<file path="src/rtl/ifu_fetch_ctrl.sv">
// IFU fetch sequencer: one instruction-bus read per PC update, handed to ID over valid/ready.
// Drives the PC counter stall so the PC moves only on a handoff or a branch redirect.
module ifu_fetch_ctrl #(
  parameter int CNT_W = 32
) (
  input  logic             clk,
  input  logic             rst,
  input  logic [31:0]      pc_i,
  input  logic             pc_change_i,
  input  logic             flush_i,
  output logic             ar_valid_o,
  input  logic             ar_ready_i,
  output logic [31:0]      ar_addr_o,
  input  logic             r_valid_i,
  output logic             r_ready_o,
  input  logic [31:0]      r_data_i,
  input  logic [1:0]       r_resp_i,
  output logic             inst_valid_o,
  input  logic             inst_ready_i,
  output logic [31:0]      inst_o,
  output logic [31:0]      inst_pc_o,
  output logic [1:0]       inst_fault_o,
  output logic             stall_if_o,
  output logic [CNT_W-1:0] inst_cnt_o
);

  typedef enum logic [1:0] {
    IDLE = 2'd0,
    ADDR = 2'd1,
    DATA = 2'd2,
    HOLD = 2'd3
  } state_t;

  localparam logic [31:0] NOP_INST = 32'h0000_0013;

  state_t           state_r;
  logic [31:0]      req_pc_r;
  logic             pend_r;
  logic             discard_r;
  logic             ar_valid_r;
  logic             r_ready_r;
  logic             inst_valid_r;
  logic [31:0]      inst_r;
  logic [31:0]      inst_pc_r;
  logic [1:0]       inst_fault_r;
  logic [CNT_W-1:0] inst_cnt_r;
  logic             start_s;
  logic             stall_s;

  // Fetch start decision and the PC-counter stall, low only on handoff or redirect.
  always_comb begin
    start_s = (pc_change_i | pend_r) & ~flush_i;
    if (rst) begin
      stall_s = 1'b1;
    end else begin
      stall_s = ~(flush_i | ((state_r == HOLD) & inst_ready_i));
    end
  end

  // Fetch FSM with registered bus/ID handshake outputs.
  always_ff @(posedge clk) begin
    if (rst) begin
      state_r      <= IDLE;
      req_pc_r     <= 32'h0000_0000;
      pend_r       <= 1'b0;
      discard_r    <= 1'b0;
      ar_valid_r   <= 1'b0;
      r_ready_r    <= 1'b0;
      inst_valid_r <= 1'b0;
      inst_r       <= 32'h0000_0000;
      inst_pc_r    <= 32'h0000_0000;
      inst_fault_r <= 2'b00;
      inst_cnt_r   <= '0;
    end else begin
      // A PC pulse arriving while busy is remembered and issued from IDLE later.
      if (pc_change_i && (state_r != IDLE)) begin
        pend_r <= 1'b1;
      end
      case (state_r)
        IDLE: begin
          if (start_s) begin
            pend_r   <= 1'b0;
            req_pc_r <= pc_i;
            if (pc_i[1:0] != 2'b00) begin
              inst_r       <= NOP_INST;
              inst_pc_r    <= pc_i;
              inst_fault_r <= 2'b10;
              inst_valid_r <= 1'b1;
              state_r      <= HOLD;
            end else begin
              ar_valid_r <= 1'b1;
              state_r    <= ADDR;
            end
          end else if (pc_change_i) begin
            pend_r <= 1'b1;
          end
        end
        ADDR: begin
          // The request stays up until accepted; a flush only marks the reply stale.
          if (flush_i) begin
            discard_r <= 1'b1;
          end
          if (ar_ready_i) begin
            ar_valid_r <= 1'b0;
            r_ready_r  <= 1'b1;
            state_r    <= DATA;
          end
        end
        DATA: begin
          if (r_valid_i) begin
            r_ready_r <= 1'b0;
            if (discard_r || flush_i) begin
              discard_r <= 1'b0;
              state_r   <= IDLE;
            end else begin
              inst_r       <= r_data_i;
              inst_pc_r    <= req_pc_r;
              inst_fault_r <= (r_resp_i != 2'b00) ? 2'b01 : 2'b00;
              inst_valid_r <= 1'b1;
              state_r      <= HOLD;
            end
          end else if (flush_i) begin
            discard_r <= 1'b1;
          end
        end
        HOLD: begin
          if (flush_i) begin
            inst_valid_r <= 1'b0;
            state_r      <= IDLE;
          end else if (inst_ready_i) begin
            inst_valid_r <= 1'b0;
            inst_cnt_r   <= inst_cnt_r + CNT_W'(1);
            state_r      <= IDLE;
          end
        end
        default: begin
          ar_valid_r   <= 1'b0;
          r_ready_r    <= 1'b0;
          inst_valid_r <= 1'b0;
          state_r      <= IDLE;
        end
      endcase
    end
  end

  assign ar_valid_o   = ar_valid_r;
  assign ar_addr_o    = req_pc_r;
  assign r_ready_o    = r_ready_r;
  assign inst_valid_o = inst_valid_r;
  assign inst_o       = inst_r;
  assign inst_pc_o    = inst_pc_r;
  assign inst_fault_o = inst_fault_r;
  assign inst_cnt_o   = inst_cnt_r;
  assign stall_if_o   = stall_s;

endmodule

</file>
<file path="config.mk">
export PLATFORM = sky130hd
export DESIGN_NAME = ifu_fetch_ctrl
export DESIGN_NICKNAME = d
export VERILOG_FILES = /design/src/rtl/ifu_fetch_ctrl.sv
export SDC_FILE = /design/constraint.sdc
export NUM_CORES = 1
export LEC_CHECK = 0
export ABC_AREA = 1
export CORE_AREA = 2 2 87 173
export CTS_BUF_LIST = sky130_fd_sc_hd__clkbuf_8 sky130_fd_sc_hd__clkbuf_16
export CTS_CLUSTER_DIAMETER = 120
export DETAILED_ROUTE_END_ITERATION = 16
export DIE_AREA = 0 0 89 175
export PLACE_DENSITY = 0.77
export SLEW_MARGIN = 15
export SYNTH_ARGS = -nofsm -noshare
export SYNTH_HDL_FRONTEND = slang
export SYNTH_SLANG_ARGS = --single-unit
</file>
<file path="constraint.sdc">
create_clock -name clk -period 1.9 [get_ports clk]
set_input_delay 0.475 -clock clk [delete_from_list [all_inputs] [get_ports clk]]
set_output_delay 0.475 -clock clk [all_outputs]
set_load 0.03 [all_outputs]
</file>
Run 1, cell outlines without signal wires:
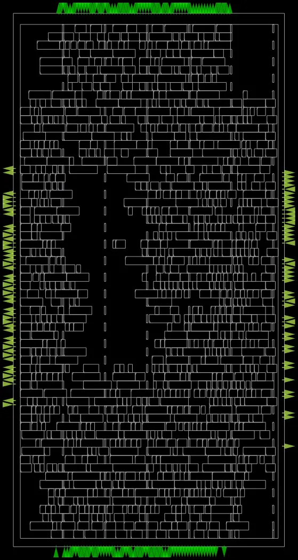
flop count: 137
Placement Rows: 62
filler instances: 1380
flop share of the area: 31.1%
inserted tap cell count: 192

Run 1, signal metal coverage by tile:
(2 px per um) 18 x 35 tiles, from dark purple (low) to yellow (high), scaled to the fullest tile. Values are wire area over tile area, all layers added.
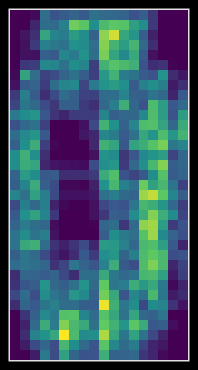
fullest tile: 0.56
mean over tiles: 0.19
tiles over half the peak: 23%

Run 1, metal layers overlaid:
(3 px per um) Two of the layers only.
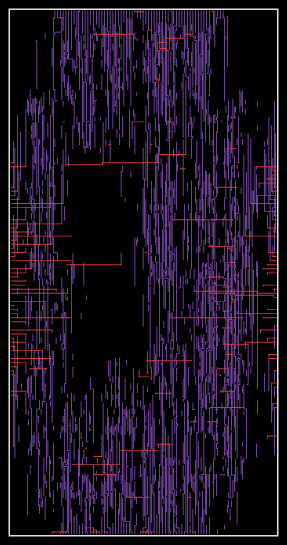
[purple] met2 | wire length: 10100 um
[red] met3 | wire length: 813 um

==> deck_impl_summary.md, run 1 <==
Physical Implementation Snapshot

Run status
  – Result of the run: complete, no violations

Hold path
  – Hold Path Depth: 2
  – HP Class: flip-flop to flip-flop

Synth
  – Cell total in the yosys stat output: 838
  – Yosys warning total: 0
  – Cell with the most instances after synthesis: sky130_fd_sc_hd__nand2_1
  – Yosys synthesis chip area: 5900 um^2
  – Synth area leaders: sky130_fd_sc_hd__dfxtp_1 46%, sky130_fd_sc_hd__nand2_1 10%, sky130_fd_sc_hd__nor2_1 8.5%
  – Ys async rst share: 0%
  – Fraction of synthesized cell area taken by the top area cell type: 46.5%
  – Main flop type: sky130_fd_sc_hd__dfxtp_1
  – Number of distinct standard cells referenced by the synthesized netlist: 30

Final timing
  – Slew headroom: 60.6%
  – Slew of the pin with the lowest slew margin: 0.590 ns
  – Number of endpoints with negative hold slack in the final report: 0

Finish
  – Top class by area: registers
  – Share of post-route cells with drive strength above 1: between 8 and 9%
  – Number of multi-input combinational cells: approximately 580
  – Diodes inserted: 3
  – Post-route core utilization: 61.8%
  – Area added between synthesis and finish: 49.4%

Flow run
  – Stage-log warning count: 26

Clocking
  – Number of setup buffers added after CTS: 0
  – Clock network latency to the later pin of the worst-skew pair: 0.42 ns
  – Clock tree from TritonCTS: built

Global routing
  – Largest net degree at the start of global routing: around 66
  – Met2 Track Usage GR: 44.7%
  – M3 GR Usage: 5.72%

Die
  – Num ports: 207
  – Core Box Area: 14300 um^2

Drt
  – Final antenna-violating net count: 0

Setup path
  – CP Max Fanout: 2

Place
  – Instance count after placement with tap cells included: 1220
  – Count of buffers inserted at the top-level ports: just over 200
## run 1: cell families after synthesis
family,Yosys count,synth area share (%)
adder cells (fa/ha/maj),1,0.212
AND-OR/OR-AND,191,16.5
XOR/XNOR,3,0.445
buffers and inverters,123,8.50
AND/OR/NAND/NOR,383,27.9
flip-flops,137,46.5
## run 1: power by group
| part | switching [mW] | internal, mW |
|---|---|---|
| Combinational | 1.88 | 0.989 |
| Clock | 1.24 | 2.20 |
| Sequential | 0.187 | 3.23 |
| Total | 3.31 | 6.42 |
## run 1: layer usage
layer  share of wire [%]  wire length [um]  up-vias
met4                 5.5              1010        0
met3                 4.4               813       62
met2                  55             10100      194
met5                   0                 0        -
met1                  35              6330     2842
li1                    -                 -     3159
## run 1: critical path, stage by stage
cell,delay [ns]
sky130_fd_sc_hd__clkdlybuf4s50_1,0.48
sky130_fd_sc_hd__inv_1,0.06
sky130_fd_sc_hd__o21ai_1,0.13
sky130_fd_sc_hd__nand2_1,0.07
sky130_fd_sc_hd__buf_4,0.17
## run 1: path summary, 6_finish.rpt
kind	startpoint	to	slack, ns
max reg2reg	inst_cnt_o[0]$_SDFFE_PP0P_	inst_cnt_o[31]$_SDFFE_PP0P_	0.20
max	inst_ready_i	stall_if_o	0.04
min reg2reg	inst_o[14]$_SDFFE_PP0P_	inst_o[14]$_SDFFE_PP0P_	0.46
min	inst_o[14]$_SDFFE_PP0P_	inst_o[14]$_SDFFE_PP0P_	0.46
## run 1: per-stage QoR
stage          setup WS [ns]  hold WS, ns  cell area (um^2)
6_report              0.0395        0.460              8810
3_3_place_gp          -0.178        0.448              8330
4_1_cts             0.000267        0.461              8790
5_1_grt              0.00370        0.478              8810
3_5_place_dp          -0.235        0.455              8330
2_1_floorplan       0.000854        0.502              5900
Run 1, gate-type map:
(3 px per um)
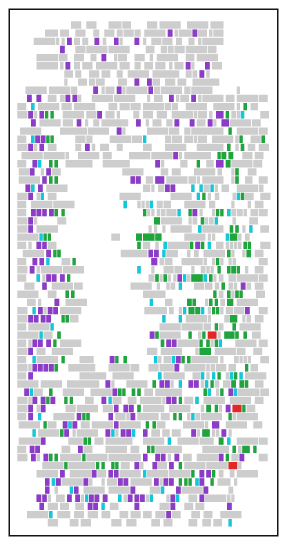

==> run 1 -> run 2 <==
Settings changed: RECOVER_POWER set to 100.
Run 2, gate-type map:
(3 px per um)
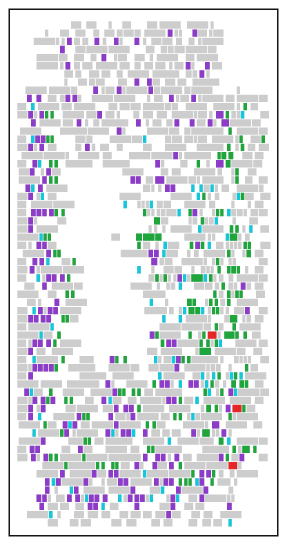
[purple] inverting AOI/OAI gates | cells: 191 | most used: o21ai_0 | where: all over the die
[red] XOR/XNOR gates | cells: 3 | most used: xnor2_1
[green] NOR gates | cells: 157 | most used: nor2_1
[cyan] inverters | cells: 74 | most used: inv_1

Run 2, close-up of the layout:
Window x 30 to 60, y 72 to 102 um. Cells in grey, sequential cells in the stronger grey; small squares are vias.
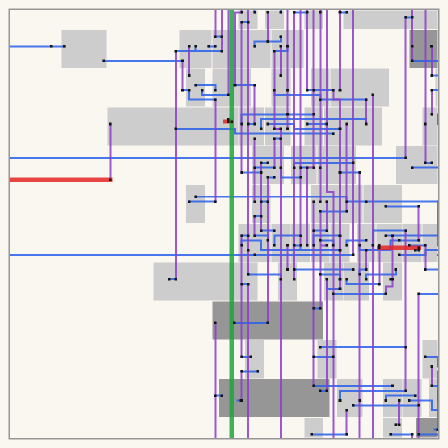
[red] met3
[blue] met1
[green] met4
[purple] met2
most frequent: nand2_1 (10), inv_1 (6)
sequential cells in the window: 2
cells with their middle in the window: 46
netlist names of flops here include: state_r (2)

==> run 2 against run 1 <==
Sequential cell count stayed put; clock power hardly changed; synthesized area stayed put; sequential power hardly changed; critical endpoint unchanged.
==> deck_impl_summary.md, run 2 <==
Physical Implementation Snapshot

Hold path
  – Hold Path Depth: 2 (unchanged)
  – Destination of the worst hold path: inst_o[14]$_SDFFE_PP0P_

Synth
  – Share of the synthesized netlist area taken by xor and xnor gates: 0.445% (unchanged)
  – Fraction of synthesized cell area taken by the top area cell type: 46.5% (unchanged)
  – Area share of and-or/or-and cells after synthesis: 16.5% (unchanged)
  – Largest family of logic cells by area: simple AND/OR/NAND/NOR gates
  – Area share of and/or/nand/nor cells after synthesis: 27.9% (unchanged)
  – Cell total in the yosys stat output: 838 (unchanged)
  – Number of distinct standard cells referenced by the synthesized netlist: 30 (unchanged)
  – Portion of netlist area occupied by mux cells: 0% (unchanged)

Power and ir drop
  – Combinational logic power: 2.82 mW (-2%)
  – Total net switching power: 3.30 mW (-0.28%)
  – Clk. pwr: 3.43 mW (about the same)
  – Group drawing the most power: the clock network
  – Sequential fraction of design power: 35.4% (+0.2 points)
  – Power share of the clock group: 35.5% (about the same)
  – Sw frac: 34.1% (+0.093 points)
  – Internal power: 6.38 mW (-0.69%)

Setup path
  – CP Max Fanout: 2 (unchanged)
  – Reg-to-reg endpoint: inst_cnt_o[24]$_SDFFE_PP0P_
  – Launch instance of the worst register-to-register path: inst_cnt_o[0]$_SDFFE_PP0P_

Final timing
  – Slew of the pin with the lowest slew margin: 0.584 ns (-0.00644 ns)
  – Hold slack: 0.460 ns (+0.0000670 ns)
  – Number of endpoints with negative hold slack in the final report: 0 (unchanged)

Die
  – Core Box Area: 14300 um^2 (unchanged)
  – Placement Rows: 62 (unchanged)
  – Num ports: 207 (unchanged)

Finish
  – Post-route core utilization: 61.1% (-0.66 points)
  – Area added between synthesis and finish: 47.8%

Run status
  – Result of the run: complete, no violations

Place
  – Post-Place Setup Slack: -0.235 ns (unchanged)

Drt
  – Final antenna-violating net count: 0 (unchanged)

Flow run
  – Stage-log warning count: 26 (unchanged)

Clocking
  – Clock network latency to the later pin of the worst-skew pair: 0.42 ns (about the same)
  – Number of setup buffers added after CTS: 0 (unchanged)
==> run 2: critical path, cell delays in order <==
cell and delay (ns):
sky130_fd_sc_hd__clkdlybuf4s50_1 0.48, sky130_fd_sc_hd__inv_1 0.06, sky130_fd_sc_hd__o21ai_1 0.13, sky130_fd_sc_hd__nand2_1 0.07
sky130_fd_sc_hd__buf_4 0.17
==> run 2: per-stage QoR <==
step | power [mW] | cells | cell area, um^2
after global routing | 10.1 | 1256 | 8720
after floorplan | 5.28 | 838 | 5900
after global placement | 6.56 | 1220 | 8330
final | 9.67 | 1256 | 8720
after detailed placement | 6.60 | 1220 | 8330
after CTS | 9.82 | 1252 | 8790
==> run 2: layout make-up <==
| class | instances | area, um^2 |
|---|---|---|
| flip-flops and latches | 137 | 2750 |
| fillers | 1405 | 5550 |
| multi-input cells | 578 | 2660 |
| inverters | 74 | 278 |
| clock buffers | 21 | 480 |
| well taps | 192 | 240 |
| diodes | 4 | 10.0 |
| clock inverters | 11 | 145 |
| repair buffers | 239 | 2170 |
==> run 2: how the worst max path moves through the flow <==
stage | start | to | slack [ns] | cells past startpoint
5_1_grt | inst_ready_i | stall_if_o | 0.004 | 5
4_1_cts | inst_ready_i | stall_if_o | 0.0003 | 5
3_3_place_gp | flush_i | inst_cnt_o[28]$_SDFFE_PP0P_ | -0.18 | 9
6_report | inst_ready_i | stall_if_o | 0.04 | 5
3_5_place_dp | flush_i | inst_cnt_o[24]$_SDFFE_PP0P_ | -0.24 | 10
2_1_floorplan | rst | stall_if_o | 0.0009 | 5
==> run 2: layer usage <==
metal | wire length, um | track usage [%]
met3 | 746 | 5.72
met1 | 6370 | 22.7
met5 | 0 | 0
met4 | 1010 | 14.5
met2 | 10200 | 44.7
Power and IR drop assume default switching activity.
